==> run_1/layer_met1.png <==
Cells faint in the background.
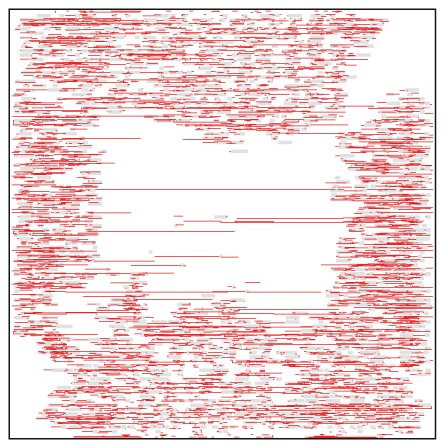
==> run_1/layer_met4.png <==
The bar under the picture is 100 microns long. Cells faint in the background.
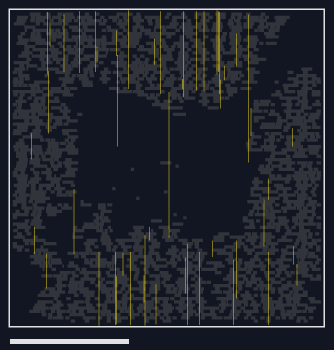
==> run_1/layer_met3.png <==
Cells faint in the background.
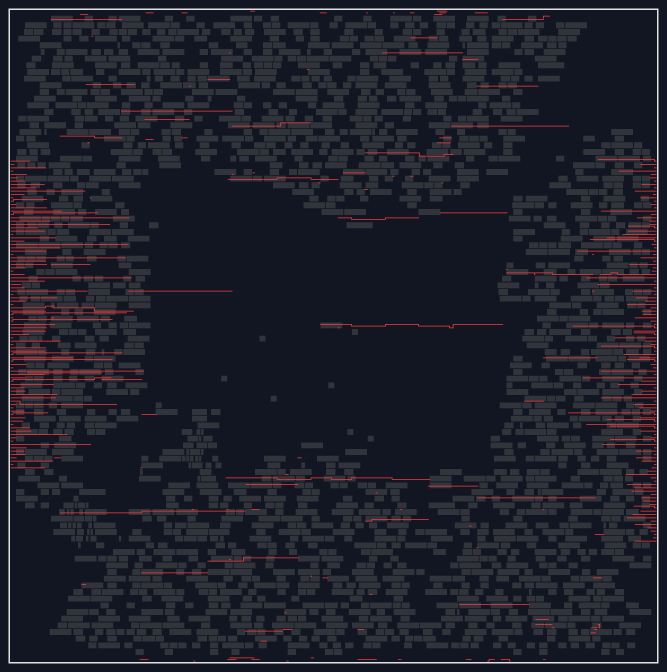
Design buffer_feeder, sky130hd; sources not shown.
==> qor.csv <==
stage,metric,value,unit
detailed_routing,topRoutingLayerUsed,met4,
detailed_routing,wl_met1,23600,microns
synthesis,flop_cell,dfrtp_1,
synthesis,edf_count,0,
cells_and_area,finalNonFillerCells,2676,
floorplanning,die_x,264,microns
final_timing,finalSetupTns,0,ns
critical_path,path_buffers,2,
floorplanning,io_pins,589,
critical_path,critPathSlowestCell,clkdlybuf4s50_1,
floorplanning,placementRows,96,
global_route,antenna_found_initial,1,
job,tool_warnings,33,
power,pwr-share-seq,0.340,
synthesis,topCellsByArea,"dfrtp_1, mux2_2, mux2_4",
clock_network,worstSkewPairLatency,0.60,ns
synthesis,yosysUniqueCellTypes,32,
cells_and_area,fin_util,0.421,
synthesis,fa_ha_area_frac,0.00499,
synthesis,ys_ff,522,
synthesis,async_flop_share,1.00,
final_timing,worst_slew_pin_slew,0.820,ns
power,comb_power_share,0.457,
cells_and_area,nNetsFinal,1830,
power,power_density,78.1,mW/mm^2
synthesis,top_cell,dfrtp_1,
detailed_routing,via_per_inst,4.55,
critical_path,required,33.25,ns
critical_path,arrival,15.82,ns
placement,io_buffers,587,
clock_network,postCtsSetupBuffers,0,
synthesis,yosys_warnings,0,
synthesis,ys_sh_xor,0,
critical_path,worstPathCellList,clkdlybuf4s50_1 > nor3_1 > clkdlybuf4s50_1,
synthesis,netlist_area,0.0201,sq mm
synthesis,ys_chip_area,0.0201,sq mm
job,max-cap-violations,0,
power,irDropWorstVdd,44.4,uV
synthesis,yosys.area_share.simple,0.00935,
global_route,grt_pass1_vias,12900,
placement,pre_cts_slack,17.42,ns
global_route,overflow,0,
clock_network,cts.sinks,522,
global_route,grt_pass1_wl,88300,microns
detailed_routing,wl_met2,30800,microns
critical_path,cp_common_cell,clkdlybuf4s50_1,
critical_path,reg2reg_slack,43.91,ns
cells_and_area,combGateArea,0.00642,sq mm
final_timing,fmax,33.3,MHz
power,power.switching,0.000780,W
detailed_routing,antenna_left,0,
power,static-leakage-power,12.4,nW
floorplanning,dieHeight,266,microns
critical_path,critical-path-top-delay-family,buffers and inverters,
critical_path,crit_type,in2out,
final_timing,slew_violations,0,
final_timing,layout_min_cycle_time,30.07,ns
floorplanning,coreArea,0.0677,sq mm
synthesis,ys_sh_mux,0.300,
synthesis,ys_seq_share,0.651,
placement,place_congestion,0.785,
clock_network,clockBufferDepth,3,
cells_and_area,area_growth,42.3,%
cells_and_area,drive_gt1_frac,0.348,
cells_and_area,fillers,6219,
power,internal_power,0.00145,W
final_timing,post-route-period-util,0.633,
power,pwr-share-clk,0.203,
synthesis,synthTopCellsByCount,"dfrtp_1, mux2_2, mux2_4, buf_2, buf_4",
min_path,hold_class,reg2reg,
floorplanning,fp_util,0.296,
synthesis,synth_top_area_share,0.651,
power,sw_frac_of_total,0.350,
floorplanning,die_area,0.0702,sq mm
clock_network,cts-resized-gates,0,
detailed_routing,drt_iter0_markers,445,
cells_and_area,seqCellArea,0.0131,sq mm
global_route,grt_use_total,0.167,
critical_path,worstSetupEndpointType,output pin,
final_timing,rsz0062_at_grt,no,
synthesis,synth.avg_cell_area,17.5,sq um
detailed_routing,dr.pass1.iters,4,
clock_network,cts_tree,done,
detailed_routing,routedWlPerCell,22.5,microns
synthesis,syn_nets,1224,
clock_network,htreeDepth,2,
final_timing,fin_skew,0.0145,ns
clock_network,numCtsBuffers,58,
synthesis,largest_area_cell,dfrtp_1,
final_timing,finalSetupViolCount,0,
min_path,hold_path_depth,1,
final_timing,slew_headroom,0.451,
status,status,completed,
clock_network,hold_buffers,0,
critical_path,startpoint_type,primary input,
final_timing,setup_ws,17.43,ns
cells_and_area,largest_reg_flops,512,
detailed_routing,wl_met3,3630,microns
clock_network,clk_pin_slew_worst_paths,0.06,ns
placement,dpl.hpwl,40600,microns
detailed_routing,drc,0,
synthesis,syn_inst,1147,
critical_path,cp.depth,3,
synthesis,post_synth_ao_oa_area_fraction,0.00499,
synthesis,topCombFamilyByArea,multiplexers,
clock_network,root_buffer,clkbuf_16,
critical_path,r2r_cells,4,
final_timing,whs,0.494,ns
global_route,top_usage_layer,met2,
critical_path,cp_slowest_stage_delay,0.68,ns
synthesis,ys_cells,1147,
global_route,grt_max_degree,143,
global_route,use_met2,0.294,
critical_path,cp_max_fo,4,
placement,place_inst,2575,
-- layer_met1.png (at the start) --
The wires run mostly horizontal. The layer holds 39% of the routed length. 1657 nets have wire on it.
GRT met1 Usage: 0.194
final WL: 60300 microns
DR vias: 12200

-- layer_met4.png (at the start) --
The wires run mostly vertical. 29 nets have wire on it. The layer carries 2220 microns of wire. The layer holds 3.7% of the routed length. The longest straight run is 124 microns.

-- layer_met3.png (at the start) --
The layer holds 6.0% of the routed length. The layer carries 3630 microns of wire. The wires run mostly horizontal.
met3 usage: 0.0465

## run 1: worst register-to-register path: stages, from the launching register on
cell and delay, ns:
dfrtp_1 0.57, nor4b_4 0.84, and3_4 0.84, buf_4 0.79, mux2_2 0.44
## run 1: power groups by stage
stage          combinational (W)  clock (W)  sequential [W]
2_1_floorplan           0.000239          0         0.00101
3_3_place_gp             0.00102          0        0.000756
3_5_place_dp             0.00103          0        0.000765
4_1_cts                  0.00103   0.000465        0.000760
5_1_grt                  0.00106   0.000484        0.000785
6_report                 0.00102   0.000452        0.000759
## run 1: final cells by class
class / count / area share
Clock buffer: 84 / 0.0603
Sequential cell: 522 / 0.458
Inverter: 9 / 0.00162
Tap cell: 882 / 0.0387
Clock inverter: 16 / 0.00679
Multi-Input combinational cell: 560 / 0.225
Antenna cell: 1 / 0.0000877
Timing Repair Buffer: 602 / 0.210
## run 1: stage by stage
stage / area [sq um] / total power, W
2_1_floorplan: 20100 / 0.00125
3_3_place_gp: 26600 / 0.00178
3_5_place_dp: 26600 / 0.00179
4_1_cts: 28500 / 0.00226
5_1_grt: 28500 / 0.00233
6_report: 28500 / 0.00223
## run 1: placed cells by master, fill, tap and decap left out, drive strengths merged
| cell type | n |
|---|---|
| clkdlybuf4s50 | 587 |
| dfrtp | 522 |
| mux2 | 512 |
| clkbuf | 84 |
| buf | 15 |
| inv | 12 |
| ha | 8 |
| clkinv | 8 |
| a21oi | 7 |
| nand2 | 6 |
| nor2 | 5 |
| bufinv | 4 |
| and3 | 4 |
| nand3 | 3 |
| o21ai | 3 |
| a221oi | 2 |
| a311oi | 2 |
| diode | 1 |
| nor4b | 1 |
| nor3b | 1 |
| and2b | 1 |
| nor3 | 1 |
| nand3b | 1 |
| and4b | 1 |
| o31ai | 1 |
| a211oi | 1 |
| clkinvlp | 1 |
No activity file was given, so power comes from the tool's default toggle rates.
